--- config.mk ---
export PLATFORM = sky130hd
export DESIGN_NAME = jtag_pin_sync
export DESIGN_NICKNAME = d
export VERILOG_FILES = /design/src/rtl/jtag_pin_sync.sv
export SDC_FILE = /design/constraint.sdc
export NUM_CORES = 1
export LEC_CHECK = 0
export ABC_CLOCK_PERIOD_IN_PS = 1520
export CAP_MARGIN = 40
export CORE_ASPECT_RATIO = 1.2
export CORE_MARGIN = 2
export CORE_UTILIZATION = 30
export DETAILED_ROUTE_END_ITERATION = 12
export SLEW_MARGIN = 10
export SYNTH_ARGS = -nofsm -noshare
export SYNTH_HDL_FRONTEND = slang
export SYNTH_SLANG_ARGS = --single-unit
--- constraint.sdc ---
create_clock -name clk -period 1.52 [get_ports clk]
set_input_delay 0.152 -clock clk [delete_from_list [all_inputs] [get_ports clk]]
set_output_delay 0.152 -clock clk [all_outputs]
set_load 0.1 [all_outputs]
--- src/rtl/jtag_pin_sync.sv ---
// JTAG pin front-end: synchronises and glitch-filters the raw TAP pins into
// the clk domain, produces TCK edge strobes with aligned TMS/TDI samples,
// tracks TAP reset (five TMS-high rises or TRST) and registers TDO for the pad.
module jtag_pin_sync #(
    parameter int unsigned SYNC_STAGES = 2,
    parameter int unsigned FILTER_LEN  = 2,
    parameter logic        TRST_POL    = 1'b0
) (
    input  logic clk,
    input  logic rst,
    input  logic tclk_i,
    input  logic tms_i,
    input  logic tdi_i,
    input  logic trst_i,
    output logic tck_rise,
    output logic tck_fall,
    output logic tms,
    output logic tdi,
    output logic tap_reset,
    input  logic tdo_d,
    input  logic tdo_en_d,
    output logic tdo,
    output logic tdo_en
);

    // Counter only needs to reach FILTER_LEN-1 before the level is accepted.
    localparam int unsigned CNT_W = (FILTER_LEN < 2) ? 1 : $clog2(FILTER_LEN);
    localparam logic [CNT_W-1:0] CNT_LAST = CNT_W'(FILTER_LEN - 1);

    typedef enum logic [2:0] {
        ST_RUN = 3'd0,
        ST_H1  = 3'd1,
        ST_H2  = 3'd2,
        ST_H3  = 3'd3,
        ST_H4  = 3'd4,
        ST_TLR = 3'd5
    } tap_state_e;

    logic [SYNC_STAGES-1:0] tclk_sync_q;
    logic [SYNC_STAGES-1:0] tms_sync_q;
    logic [SYNC_STAGES-1:0] tdi_sync_q;
    logic [SYNC_STAGES-1:0] trst_sync_q;
    logic [FILTER_LEN-1:0]  tms_dly_q;
    logic [FILTER_LEN-1:0]  tdi_dly_q;
    logic [CNT_W-1:0]       cnt_q;
    logic                   tclk_f_q;
    logic                   tclk_f_dly_q;
    logic                   tck_rise_q;
    logic                   tck_fall_q;
    logic                   tms_q;
    logic                   tdi_q;
    logic                   tdo_q;
    logic                   tdo_en_q;
    logic                   tap_reset_q;
    tap_state_e             state_q;
    tap_state_e             state_d;

    logic tclk_s;
    logic tms_s;
    logic tdi_s;
    logic trst_act_c;
    logic rise_c;
    logic fall_c;
    logic tlr_entry_c;

    assign tclk_s     = tclk_sync_q[SYNC_STAGES-1];
    assign tms_s      = tms_sync_q[SYNC_STAGES-1];
    assign tdi_s      = tdi_sync_q[SYNC_STAGES-1];
    assign trst_act_c = (trst_sync_q[SYNC_STAGES-1] == TRST_POL);

    // Edges of the filtered clock; TRST suppresses any strobe in the same cycle.
    assign rise_c = tclk_f_q & ~tclk_f_dly_q & ~trst_act_c;
    assign fall_c = ~tclk_f_q & tclk_f_dly_q & ~trst_act_c;

    // Multi-flop synchronisers for every asynchronous pin.
    always_ff @(posedge clk) begin
        if (rst) begin
            tclk_sync_q <= '0;
            tms_sync_q  <= '1;
            tdi_sync_q  <= '0;
            trst_sync_q <= {SYNC_STAGES{~TRST_POL}};
        end else begin
            tclk_sync_q <= {tclk_sync_q[SYNC_STAGES-2:0], tclk_i};
            tms_sync_q  <= {tms_sync_q[SYNC_STAGES-2:0], tms_i};
            tdi_sync_q  <= {tdi_sync_q[SYNC_STAGES-2:0], tdi_i};
            trst_sync_q <= {trst_sync_q[SYNC_STAGES-2:0], trst_i};
        end
    end

    // Delay TMS/TDI by the filter depth so they line up with the filtered TCK.
    always_ff @(posedge clk) begin
        if (rst) begin
            tms_dly_q <= '1;
            tdi_dly_q <= '0;
        end else begin
            tms_dly_q[0] <= tms_s;
            tdi_dly_q[0] <= tdi_s;
            for (int i = 1; i < int'(FILTER_LEN); i++) begin
                tms_dly_q[i] <= tms_dly_q[i-1];
                tdi_dly_q[i] <= tdi_dly_q[i-1];
            end
        end
    end

    // TCK glitch filter: a new level must persist FILTER_LEN samples to be taken.
    always_ff @(posedge clk) begin
        if (rst) begin
            tclk_f_q <= 1'b0;
            cnt_q    <= '0;
        end else if (tclk_s != tclk_f_q) begin
            if (cnt_q == CNT_LAST) begin
                tclk_f_q <= tclk_s;
                cnt_q    <= '0;
            end else begin
                cnt_q <= cnt_q + CNT_W'(1);
            end
        end else begin
            cnt_q <= '0;
        end
    end

    // Strobes, sampled TMS/TDI, TDO capture on TCK fall and TAP reset output.
    always_ff @(posedge clk) begin
        if (rst) begin
            tclk_f_dly_q <= 1'b0;
            tck_rise_q   <= 1'b0;
            tck_fall_q   <= 1'b0;
            tms_q        <= 1'b1;
            tdi_q        <= 1'b0;
            tdo_q        <= 1'b0;
            tdo_en_q     <= 1'b0;
            tap_reset_q  <= 1'b1;
        end else begin
            tclk_f_dly_q <= tclk_f_q;
            tck_rise_q   <= rise_c;
            tck_fall_q   <= fall_c;
            if (trst_act_c) begin
                tms_q <= 1'b1;
            end else if (rise_c) begin
                tms_q <= tms_dly_q[FILTER_LEN-1];
                tdi_q <= tdi_dly_q[FILTER_LEN-1];
            end
            if (trst_act_c) begin
                tdo_en_q <= 1'b0;
            end else if (tck_fall_q) begin
                tdo_q    <= tdo_d;
                tdo_en_q <= tdo_en_d;
            end
            tap_reset_q <= trst_act_c | tlr_entry_c;
        end
    end

    // TAP reset tracker state register.
    always_ff @(posedge clk) begin
        if (rst) begin
            state_q <= ST_RUN;
        end else begin
            state_q <= state_d;
        end
    end

    // Next state: count consecutive TMS-high rises, TRST forces Test-Logic-Reset.
    always_comb begin
        state_d = state_q;
        if (trst_act_c) begin
            state_d = ST_TLR;
        end else if (tck_rise_q) begin
            if (!tms_q) begin
                state_d = ST_RUN;
            end else begin
                case (state_q)
                    ST_RUN:  state_d = ST_H1;
                    ST_H1:   state_d = ST_H2;
                    ST_H2:   state_d = ST_H3;
                    ST_H3:   state_d = ST_H4;
                    ST_H4:   state_d = ST_TLR;
                    ST_TLR:  state_d = ST_TLR;
                    default: state_d = ST_RUN;
                endcase
            end
        end
    end

    // Output decode: flag the single cycle in which Test-Logic-Reset is entered.
    always_comb begin
        tlr_entry_c = 1'b0;
        if ((state_d == ST_TLR) && (state_q != ST_TLR) && !trst_act_c) begin
            tlr_entry_c = 1'b1;
        end
    end

    assign tck_rise  = tck_rise_q;
    assign tck_fall  = tck_fall_q;
    assign tms       = tms_q;
    assign tdi       = tdi_q;
    assign tap_reset = tap_reset_q;
    assign tdo       = tdo_q;
    assign tdo_en    = tdo_en_q;

endmodule

==> GITHUB_STEP_SUMMARY, run 1 <==
## Synthesis and layout report

| Metric | Value |
|---|---|
| Run status | finished clean |
| Total Routed Length | 1230 um |
| Placeable core area | 2580 um^2 |
| Comb area | 305 um^2 |
| Worst VDD drop | 0.588 mV |
| Power Density | 953 nW/um^2 |
| Yosys Warn Count | 0 |
| Setup TNS | 0 ns |
| Register area | 503 um^2 |
| Num Clock Sinks | 25 |
| YS chip area | 825 um^2 |
| Headroom to the max-slew limit | 0.726 |
| Tool Warnings | 26 |
| Ratio of cells with drive above 1 in the final layout | 0.191 |
| Placer Congestion | 0.767 |
| Int Power | 0.000818 W |
| FF-to-FF Start | state_q[1]$_SDFF_PP0_ |
| DR pass1 iterations | 3 |
| FP Core Util | 0.320 |
| Ports | 15 |
| Mapped cell area | 825 um^2 |
| Hold path startpoint | tdi_i |
| Final hold viol count | 0 |
| Yosys cell types | 27 |
| Clk ins delay skew pair | 0.31 ns |
| Cell type with the largest total area | dfxtp_1 |
| Worst EP required | 1.79 ns |
| Cells after synthesis | 77 |
| CP Max Fanout | 7 |
| Wire per inst | 9.68 um |
| Post-DR vias/cell | 4.48 |
| Hold_ws | 0.382 ns |
| CP startpoint | state_q[1]$_SDFF_PP0_ |
| Clock Path Buffers | 2 |
| DR vias | 569 |
| # Post-CTS Setup Buffers | 0 |
| Worst Clk Skew | 0.00964 ns |
| Global-route wire length before repair | 2230 um |
| Sequential Power Share | 0.652 |
| Logic pwr share | 0.077 |
| Area share, top type | 0.607 |
| Ys flops | 25 |
| Fin. max-slew vios | 0 |
| Clk slew on worst S/H paths | 0.13 ns |
| Nets | 103 |
| Max-cap viol count | 0 |
| Register area share after synthesis | 0.607 |
| Post-synth EDFFs | 0 |
| Worst path cell trace | nand3b_1 > a2111oi_0 > a31o_1 |
| Post-CTS Hold Fix Bufs | 0 |
| GR Overflow Total | 0 |
| Routed Antenna Nets | 0 |
| Setup violators final | 0 |
| PortBufs | 14 |
| Syn nets | 85 |
| TritonCTS clock tree | done |
| DIE WIDTH | 51.9 um |
| Inserted Clock Buffers | 3 |
| Switching pwr | 0.000238 W |
| Antenna Cells | 0 |
| RSZ-0062 raised after global routing | no |
| Mean Syn Cell Area | 10.7 um^2 |
| Peak Freq | 0.866 GHz |
| Worst setup EP type | flip-flop |
| Post-CTS resize count | 0 |
| Most numerous logic cell after layout | dfxtp_1 |
| Total track usage | 0.0944 |
| H-tree Lvls | 1 |
| Arrival @ worst endpoint | 1.42 ns |
| Die H | 61.4 um |
| Worst-Margin Slew | 0.401 ns |
| Drt drc | 0 |
| Net Sw Frac | 0.226 |
| Slowest-stage cell, CP | a2111oi_0 |
| Die ar. | 3190 um^2 |
| Initial antenna violation count | 0 |
| Num rows | 20 |
| Tcrit/Tclk final | 0.759 |
| DP Worst Slack | 0.177 ns |
| Top delay family on crit path | AND-OR/OR-AND gates |
| Yosys Instances | 77 |
| Most common logic cells in the final layout | dfxtp_1 (23), nor2b_1 (9), clkdlybuf4s50_1 (7), buf_12 (7), nor2_1 (5) |
| Synth area leaders | dfxtp_1 (61%), nor2b_1 (6.8%), mux2i_1 (3.6%) |
| Crit Path Class | flip-flop to flip-flop |
| Leakage | 0.411 nW |
| Worst min path class | input pin to flip-flop |
| Hpwl dp | 901 um |
| Area grow syn2layout | 34.4% |
| Clock Tree Root | clkbuf_4 |
| Post-synth ARST share | 0 |
| Worst path buffer plus inverter count | 0 |
| Crit path largest cell delay | 0.41 ns |
| DR iter-0 viols | 11 |
| Setup ws final | 0.366 ns |
| Largest net degree at the start of global routing | 21 |
| Dominant Register Cell | dfxtp_1 |
| Vias in the first global route | 555 |
| Tmin final | 1.15 ns |
| Crit start category | flip-flop |
| Clk pwr share | 0.271 |
| Fill cells | 252 |
run 1: layout make-up:
class                           count  share of cell area
Inverter                            3              0.0102
Tap cell                           33              0.0372
Clock inverter                      1             0.00677
Timing Repair Buffer               15               0.196
Clock buffer                        3              0.0203
Multi-Input combinational cell     47               0.275
Sequential cell                    25               0.454
run 1: power groups by stage:
stage	Combinational (W)	Sequential (W)	Clock (W)
floorplan	0.0000316	0.000715	0
global placement	0.0000804	0.000703	0
detailed placement	0.0000819	0.000703	0
CTS	0.0000825	0.000689	0.000307
global route	0.0000885	0.000692	0.000339
finish	0.0000814	0.000688	0.000286
run 1: sequential cells by signal (all words and copies together), names as in the netlist:
register      cells
tdo               1
tdi_dly_q         2
tdi               1
state_q           3
tms_dly_q         2
tclk_f_dly_q      1
tap_reset         1
tms               1
tdi_sync_q        2
tms_sync_q        2
tclk_sync_q       2
trst_sync_q       2
cnt_q             1
tclk_f_q          1
tdo_en            1
tck_rise          1
tck_fall          1
run 1: Yosys cell counts (2+ instances only):
cell type and count:
nand2_1 3, dfxtp_1 25, inv_1 2, clkbuf_1 2
nand2b_1 3, nor2b_1 9, nand3b_1 2, nor2_1 5
a21oi_1 2, or2_1 3, mux2i_1 3, or2_2 3
run 1: layer usage:
| metal | share of wire | wire length (um) | track usage | up-vias |
|---|---|---|---|---|
| met5 | 0 | 0 | 0 | - |
| met4 | 0 | 0 | 0.0451 | 0 |
| li1 | - | - | - | 292 |
| met3 | 0.052 | 64 | 0.0291 | 0 |
| met2 | 0.48 | 591 | 0.168 | 14 |
| met1 | 0.47 | 573 | 0.102 | 263 |
run 1: logic make-up (layout without fill, tap and decap cells):
family          Yosys count  count (layout)  share of synthesized area
simple gates             33              33                      0.232
flops                    25              25                      0.607
compound gates           10              10                     0.0911
buf+inv                   5              22                     0.0228
mux                       3               3                     0.0364
xor+xnor                  1               1                     0.0106
run 1: stage by stage:
step                std cells  cell area, um^2  total power [W]   util
global placement          123             1080         0.000783  0.418
finish                    127             1110          0.00106  0.430
global route              127             1110          0.00112  0.430
detailed placement        123             1080         0.000785  0.418
CTS                       127             1110          0.00108  0.430
floorplan                  77              827         0.000747      -
run 1: final timing paths:
kind	end	slack, ns	cells past startpoint
worst max-delay path	state_q[1]$_SDFF_PP0_	0.37	3
worst min-delay path	tdi_sync_q[0]$_SDFF_PP0_	0.38	2
worst max register to register	state_q[1]$_SDFF_PP0_	0.37	3
worst min register to register	tms_dly_q[1]$_SDFF_PP1_	0.42	1
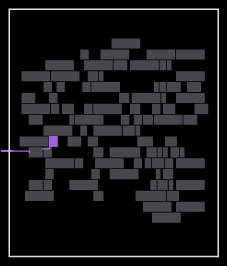
Figure 1: run 1, I/O nets highlighted.
Drawn at 4 px/um.
color	port	bits	direction	end cells	wire
purple	`tclk_i`	1	input	1	8.80 um

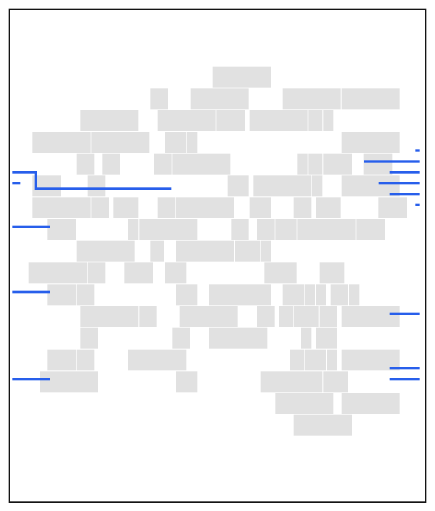
Figure 2: run 1, metal 3.
Drawn at 8 px/um.
longest straight run	16.8 um
wire length on this layer	64.6 um

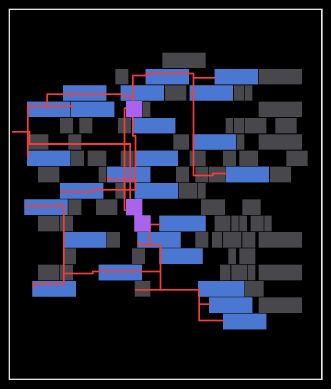
Figure 3: run 1, clock network drawn from the DEF.
Drawn at 6 px/um.
[red] clock wires | length: 242 um
[purple] clock drivers | count: 3
[blue] flip-flops | count: 25
routed clock nets	4

Figure 4. Cell density map (run 1).
Drawn at 6 px/um. 5 x 6 tiles, from dark blue (low) to red (high), 0 to 100% covered.
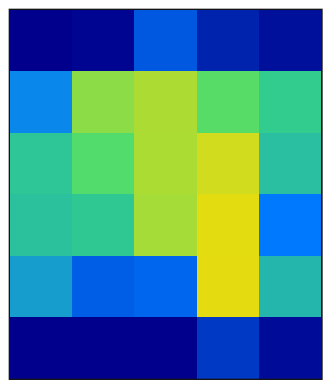

==> run 2, diff against run 1 <==
--- a/config.mk
+++ b/config.mk
@@ -5,7 +5,7 @@
 export SDC_FILE = /design/constraint.sdc
 export NUM_CORES = 1
 export LEC_CHECK = 0
-export ABC_CLOCK_PERIOD_IN_PS = 1520
+export ABC_CLOCK_PERIOD_IN_PS = 1200
 export CAP_MARGIN = 40
 export CORE_ASPECT_RATIO = 1.2
 export CORE_MARGIN = 2
==> constraint.sdc (replaced) <==
create_clock -name clk -period 1.2 [get_ports clk]
set_input_delay 0.12 -clock clk [delete_from_list [all_inputs] [get_ports clk]]
set_output_delay 0.12 -clock clk [all_outputs]
set_load 0.1 [all_outputs]
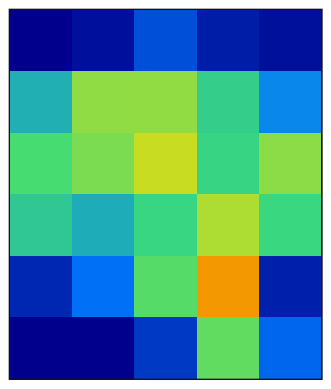
Figure 5: run 2, cell density map.
Drawn at 6 px/um. 5 x 6 tiles, from dark blue (low) to red (high), 0 to 100% covered.
tiles over 75% full	3.3%
mean over tiles	35%
nearly empty tiles	10%
emptiest ninth of the die	bottom left
fullest tile	83%

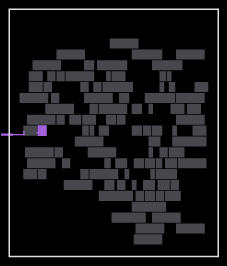
Figure 6: run 2, I/O nets highlighted.
Drawn at 4 px/um.
color	port	bits	direction	end cells	wire
purple	`tclk_i`	1	input	1	4.30 um

==> run 2 against run 1 <==
Against the previous run:
- sequential share of layout area shrank 0.53 points
- power grew 28%
- worst setup slack worse by 0.31 ns
- global-route usage is 0.35 points higher
- critical path depth unchanged
- combinational power up 36%
- count of clock-buffer cells in the layout is the same
- largest cell class unchanged
- flip-flop count unchanged
- hold slack worse by 0.039 ns
- register-to-register slack lost 0.31 ns
==> GITHUB_STEP_SUMMARY, run 2 <==
## Synthesis and layout report

| Metric | Value |
|---|---|
| Met1 global-route usage | 0.107 (+0.00574) |
| Worst path cell trace | inv_4 > or4_4 > a21oi_2 |
| Power Density | 1160 nW/um^2 (+21%) |
| Comb area | 319 um^2 (+4.5%) |
| Critical Path End | state_q[2]$_SDFF_PP0_ |
| Met3 Usage GRT | 0.0291 (unchanged) |
| PortBufs | 14 (unchanged) |
| Synth top cell by count | dfxtp_1 |
| Worst VDD drop | 0.728 mV (+24%) |
| CP Max Fanout | 6 (-1) |
| FF-to-FF setup slack | 0.06 ns (-0.31 ns) |
| Cell type with the largest total area | dfxtp_1 |
| Area share, top type | 0.607 (unchanged) |
| Placed cell areas | 1110 um^2 (+3.2%) |
| Max reg flops | 3 (unchanged) |
| Area grow syn2layout | 41.1% |
| Worst min path class | input pin to flip-flop |
| Setup violators final | 0 (unchanged) |
| Leakage | 0.437 nW (+6.5%) |
| Crit Path Class | flip-flop to flip-flop |
| Arrival @ worst endpoint | 1.41 ns (about the same) |
| Total track usage | 0.0978 (+0.00349) |
| Cells after synthesis | 77 (unchanged) |
| Fin. max-slew vios | 0 (unchanged) |
| DIE WIDTH | 51.9 um (unchanged) |
| Nets | 106 (+2.9%) |
| Clock Tree Root | clkbuf_4 |
| RSZ-0062 raised after global routing | no |
| DR pass1 iterations | 3 (unchanged) |
| Clk slew on worst S/H paths | 0.13 ns (about the same) |
| RR Endpoint | state_q[2]$_SDFF_PP0_ |
| Die H | 61.4 um (unchanged) |
| Post-CTS Hold Fix Bufs | 0 (unchanged) |
| Tcrit/Tclk final | 0.951 (+0.191) |
| Post-Layout Inst Area | 1160 um^2 (+5.0%) |
| Worst Clk Skew | 0.00441 ns (-0.00523 ns) |
| TritonCTS clock tree | done |
| Crit path largest cell delay | 0.52 ns (+0.11 ns) |
| Fill cells | 256 (+1.6%) |
| Yosys Warn Count | 0 (unchanged) |
| Tmin final | 1.14 ns (-0.0137 ns) |
| Worst EP required | 1.47 ns (-0.32 ns) |
| Worst setup EP type | flip-flop |
| Top cells by count | dfxtp_1 (25), nor2b_1 (9), nor2_1 (5) |
| Met2 Track Usage GR | 0.163 (-0.00542) |
| Post-synth ARST share | 0 (unchanged) |
| Initial antenna violation count | 0 (unchanged) |
| Worst-Margin Slew | 0.283 ns (-0.118 ns) |
| Post-DR vias/cell | 4.38 (-2.3%) |
| DR vias | 569 (unchanged) |
| FP Core Util | 0.320 (unchanged) |
| Reg2Reg Depth | 3 (unchanged) |
| Total Routed Length | 1280 um (+3.8%) |
| Mapped cell area | 825 um^2 (unchanged) |
| Syn nets | 85 (unchanged) |
| Peak Freq | 0.877 GHz (+1.2%) |
| Max-cap viol count | 0 (unchanged) |
| Yosys Instances | 77 (unchanged) |
| GR Overflow Total | 0 (unchanged) |
| Placeable core area | 2580 um^2 (unchanged) |
| Headroom to the max-slew limit | 0.811 (+0.0855) |
| Register area share after synthesis | 0.607 (unchanged) |
| Clk ins delay skew pair | 0.31 ns (about the same) |
| Final hold viol count | 0 (unchanged) |
| Run status | finished clean |
| Vias in the first global route | 546 (-1.6%) |
| Tool Warnings | 27 (+3.8%) |
| Ratio of cells with drive above 1 in the final layout | 0.330 (+0.138) |
| Global-route wire length before repair | 2240 um (+0.63%) |
| Placer Congestion | 0.676 (-12%) |
| Register area | 522 um^2 (+3.7%) |
| Clock Path Buffers | 2 (unchanged) |
| Antenna Cells | 0 (unchanged) |
| Hpwl dp | 907 um (+0.67%) |
| Total power | 0.00135 W (+28%) |
| Yosys cell types | 27 (unchanged) |
| YS chip area | 825 um^2 (unchanged) |
| Dominant Register Cell | dfxtp_1 |
| # Post-CTS Setup Buffers | 0 (unchanged) |
| Post-synth EDFFs | 0 (unchanged) |
| Inserted Clock Buffers | 3 (unchanged) |
| Most numerous logic cell after layout | dfxtp_1 |
| Final Util | 0.451 (+0.0214) |
| GRT busiest layer | met2 |
| Die ar. | 3190 um^2 (unchanged) |
| Slowest-stage cell, CP | or4_4 |
| Num Clock Sinks | 25 (unchanged) |
| Num rows | 20 (unchanged) |
| Synth area leaders | dfxtp_1 (61%), nor2b_1 (6.8%), mux2i_1 (3.6%) |
| H-tree Lvls | 1 (unchanged) |
| Wire per inst | 9.82 um (+1.4%) |
run 2: power breakdown:
part | internal [W] | total, W | switching (W)
sequential | 0.000848 | 0.000866 | 0.0000179
combinational | 0.0000600 | 0.000111 | 0.0000512
clock | 0.000125 | 0.000370 | 0.000245
run 2: per-layer routing:
layer,up-vias,wire (um)
li1,300,-
met1,256,594
met2,11,607
met3,2,63
met4,0,12
met5,-,0
run 2: metrics by stage:
| stage | instances | setup TNS, ns | worst slack [ns] |
|---|---|---|---|
| floorplan | 77 | -0.0534 | -0.0534 |
| detailed placement | 126 | -0.121 | -0.118 |
| global route | 130 | 0 | 0.0130 |
| global placement | 126 | -0.0256 | -0.0256 |
| finish | 130 | 0 | 0.0593 |
| CTS | 130 | 0 | 0.0317 |
run 2: repair_timing:
action | 4_1_cts | 5_1_grt
setup endpoints to repair | 1 | 2
gates cloned | 0 | 0
endpoints found under the hold margin | 0 | 0
gates resized | 2 | 7
pin swaps | 0 | 2
run 2: kinds of logic (layout without fill, tap and decap cells):
kind of cell / after synthesis / after routing / synth area share
AOI/OAI and AO/OA: 10 / 10 / 0.0911
DFF: 25 / 25 / 0.607
and+or+nand+nor: 33 / 33 / 0.232
buffers and inverters: 5 / 25 / 0.0228
muxes: 3 / 3 / 0.0364
xor gates and xnor gates: 1 / 1 / 0.0106
run 2: critical path, delay by kind of cell (launching register included):
kind                   cells  cell delay (ns)
and+or+nand+nor            1             0.52
DFF                        1             0.40
AOI/OAI and AO/OA          1             0.11
buffers and inverters      1             0.05
run 2: worst min-delay path by stage:
stage	end	slack, ns	cells after the start
after global placement	tms_dly_q[1]$_SDFF_PP1_	0.39	1
after CTS	tclk_sync_q[0]$_SDFF_PP0_	0.33	2
after floorplan	trst_sync_q[0]$_SDFF_PP1_	0.22	1
after detailed placement	trst_sync_q[1]$_SDFF_PP1_	0.39	1
after global routing	tdi_sync_q[0]$_SDFF_PP0_	0.33	2
final	tclk_sync_q[0]$_SDFF_PP0_	0.34	2
run 2: final cells by class:
type	count	share of cell area
inverter	3	0.0118
tap	33	0.0355
sequential	25	0.448
clock inverter	1	0.00430
timing repair buffer	18	0.206
multi-input combinational	47	0.274
clock buffer	3	0.0194
==> run 3, diff against run 2 <==
--- a/config.mk
+++ b/config.mk
@@ -11,6 +11,7 @@
 export CORE_MARGIN = 2
 export CORE_UTILIZATION = 30
 export DETAILED_ROUTE_END_ITERATION = 12
+export HOLD_SLACK_MARGIN = 0.03
 export SLEW_MARGIN = 10
 export SYNTH_ARGS = -nofsm -noshare
 export SYNTH_HDL_FRONTEND = slang
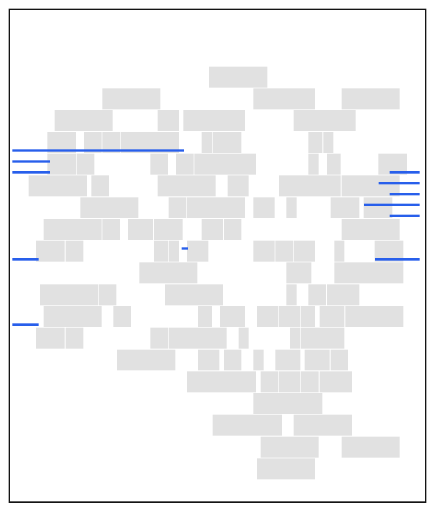
Figure 7: run 3, metal 3.
Drawn at 8 px/um.
share of all routed wire	5.0%
main direction	horizontal
wire length on this layer	63.2 um
nets with wire on the layer	11
longest straight run	21.2 um

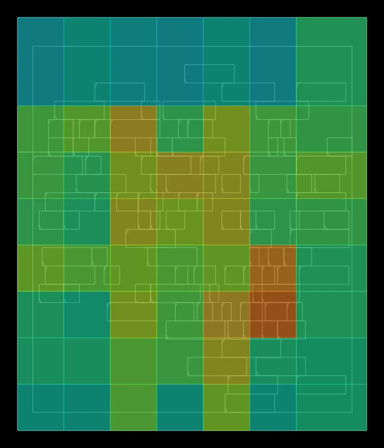
Figure 8: run 3, track usage over the die.
wire per inst: 9.82 um
Final Util: 0.451
GRT busiest layer: met2
met2 Track Usage GR: 0.163

==> run 3 against run 2 <==
Against the previous run:
- area after synthesis did not move
- flip-flop count did not move
- utilization did not move
- die area did not move
- synthesized cell count did not move
- non-clock buffer count did not move
- power did not move
==> GITHUB_STEP_SUMMARY, run 3 <==
## Synthesis and layout report

| Metric | Value |
|---|---|
| Run status | finished clean |
| Die H | 61.4 um (unchanged) |
| Int Power | 0.00103 W (unchanged) |
| RSZ-0062 raised after global routing | no |
| Worst path cell trace | inv_4 > or4_4 > a21oi_2 |
| Nets | 106 (unchanged) |
| PortBufs | 14 (unchanged) |
| Crit start category | flip-flop |
| TritonCTS clock tree | done |
| # Post-CTS Setup Buffers | 0 (unchanged) |
| GR Overflow Total | 0 (unchanged) |
| Synth area leaders | dfxtp_1 (61%), nor2b_1 (6.8%), mux2i_1 (3.6%) |
| Cells after synthesis | 77 (unchanged) |
| Register area share after synthesis | 0.607 (unchanged) |
| Peak Freq | 0.877 GHz (unchanged) |
| Switching pwr | 0.000314 W (unchanged) |
| Die ar. | 3190 um^2 (unchanged) |
| Tool Warnings | 27 (unchanged) |
| Post-synth ARST share | 0 (unchanged) |
| Area grow syn2layout | 41.1% (unchanged) |
| DIE WIDTH | 51.9 um (unchanged) |
| Headroom to the max-slew limit | 0.811 (unchanged) |
| Post-DR vias/cell | 4.38 (unchanged) |
| Area share, top type | 0.607 (unchanged) |
| FP Core Util | 0.320 (unchanged) |
| Syn nets | 85 (unchanged) |
| Max-cap viol count | 0 (unchanged) |
| Post-synth EDFFs | 0 (unchanged) |
| Total power | 0.00135 W (unchanged) |
| Worst-Margin Slew | 0.283 ns (unchanged) |
| Yosys Instances | 77 (unchanged) |
| Yosys Warn Count | 0 (unchanged) |
| Sequential Power Share | 0.643 (about the same) |
| Dominant Register Cell | dfxtp_1 |
| Cells after DPL | 126 (unchanged) |
| DR pass1 iterations | 3 (unchanged) |
| Arrival @ worst endpoint | 1.41 ns (about the same) |
| Top cells by count | dfxtp_1 (25), nor2b_1 (9), nor2_1 (5) |
| Most numerous logic cell after layout | dfxtp_1 |
| Worst EP required | 1.47 ns (about the same) |
| Crit path largest cell delay | 0.52 ns (about the same) |
| Slowest-stage cell, CP | or4_4 |
| Placeable core area | 2580 um^2 (unchanged) |
| DR vias | 569 (unchanged) |
| Net Sw Frac | 0.233 (unchanged) |
| Tcrit/Tclk final | 0.951 (unchanged) |
| Antenna Cells | 0 (unchanged) |
| Power Density | 1160 nW/um^2 (unchanged) |
| Mapped cell area | 825 um^2 (unchanged) |
| Total track usage | 0.0978 (unchanged) |
| Total Routed Length | 1280 um (unchanged) |
| Synth top cell by count | dfxtp_1 |
| Logic pwr share | 0.083 (about the same) |
| Clk slew on worst S/H paths | 0.13 ns (about the same) |
| Placer Congestion | 0.676 (unchanged) |
| Hpwl dp | 907 um (unchanged) |
| Num rows | 20 (unchanged) |
| Worst setup EP type | flip-flop |
| CP Max Fanout | 6 (unchanged) |
| Worst Clk Skew | 0.00441 ns (unchanged) |
| Global-route wire length before repair | 2240 um (unchanged) |
| Post-CTS Hold Fix Bufs | 0 (unchanged) |
| Cell type with the largest total area | dfxtp_1 |
| Num Clock Sinks | 25 (unchanged) |
| Inserted Clock Buffers | 3 (unchanged) |
| YS chip area | 825 um^2 (unchanged) |
| Ratio of cells with drive above 1 in the final layout | 0.330 (unchanged) |
| Final hold viol count | 0 (unchanged) |
| Clk pwr share | 0.274 (about the same) |
| Leakage | 0.437 nW (unchanged) |
| Fin. max-slew vios | 0 (unchanged) |
| Crit Path Class | flip-flop to flip-flop |
| Initial antenna violation count | 0 (unchanged) |
| Clock Tree Root | clkbuf_4 |
| Max reg flops | 3 (unchanged) |
| Setup violators final | 0 (unchanged) |
| Cell Count, Final, Fillers Out | 130 (unchanged) |
| Clock Path Buffers | 2 (unchanged) |
| Worst min path class | input pin to flip-flop |
| Vias in the first global route | 546 (unchanged) |
| Worst VDD drop | 0.728 mV (unchanged) |
| H-tree Lvls | 1 (unchanged) |
| Yosys cell types | 27 (unchanged) |
| Clk ins delay skew pair | 0.31 ns (about the same) |
| Tmin final | 1.14 ns (unchanged) |
| Setup TNS | 0 ns (unchanged) |
-- run 3: layout make-up --
| type | count | area, um^2 |
|---|---|---|
| repair buffers | 18 | 240 |
| inverters | 3 | 13.8 |
| multi-input cells | 47 | 319 |
| flip-flops and latches | 25 | 522 |
| fillers | 256 | 1410 |
| well taps | 33 | 41.3 |
| clock buffers | 3 | 22.5 |
| clock inverters | 1 | 5.00 |
-- run 3: metal layers --
metal,vias up,track usage,wire (um)
met4,0,0.0677,12
met2,11,0.163,607
met1,256,0.107,594
met3,2,0.0291,63
li1,300,-,-
met5,-,0,0
-- run 3: through the flow --
stage	setup WS [ns]	util	hold slack [ns]	area, um^2
2_1_floorplan	-0.0534	-	0.217	840
3_3_place_gp	-0.0256	0.432	0.387	1110
3_5_place_dp	-0.118	0.432	0.392	1110
4_1_cts	0.0317	0.444	0.326	1140
5_1_grt	0.0130	0.451	0.330	1160
6_report	0.0593	0.451	0.343	1160
-- run 3: worst max-delay path: cells and delay by family, from the launching register on --
kind	cells	cell delay (ns)
simple gates	1	0.52
flops	1	0.40
compound gates	1	0.11
buf+inv	1	0.05
-- run 3: path summary, 6_finish.rpt --
kind	startpoint	endpoint	slack, ns	cells past startpoint
setup / recovery	tck_rise$_SDFF_PP0_	state_q[2]$_SDFF_PP0_	0.06	3
hold / removal	tclk_i	tclk_sync_q[0]$_SDFF_PP0_	0.34	2
setup reg to reg	tck_rise$_SDFF_PP0_	state_q[2]$_SDFF_PP0_	0.06	3
hold reg to reg	tms_dly_q[0]$_SDFF_PP1_	tms_dly_q[1]$_SDFF_PP1_	0.42	1
-- run 3: cell families after synthesis --
kind of cell	Yosys count	share of synthesized area
AND-OR/OR-AND	10	0.0911
buffers and inverters	5	0.0228
multiplexers	3	0.0364
XOR/XNOR	1	0.0106
flip-flops	25	0.607
AND/OR/NAND/NOR	33	0.232
-- run 3: power by group through the flow --
stage | Combinational, W | Sequential (W) | Clock [W]
4_1_cts | 0.000110 | 0.000868 | 0.000387
5_1_grt | 0.000121 | 0.000870 | 0.000422
6_report | 0.000111 | 0.000866 | 0.000370
3_5_place_dp | 0.000109 | 0.000886 | 0
3_3_place_gp | 0.000108 | 0.000885 | 0
2_1_floorplan | 0.0000399 | 0.000902 | 0
-- run 3: repair_timing --
| item | in CTS | in global routing |
|---|---|---|
| cloned | 0 | 0 |
| pin swaps | 0 | 2 |
| resized | 2 | 7 |
| endpoints found under the hold margin | 0 | 0 |
| setup endpoints to repair | 1 | 2 |
Power figures rest on the tool's default switching activity, not on a simulated workload.
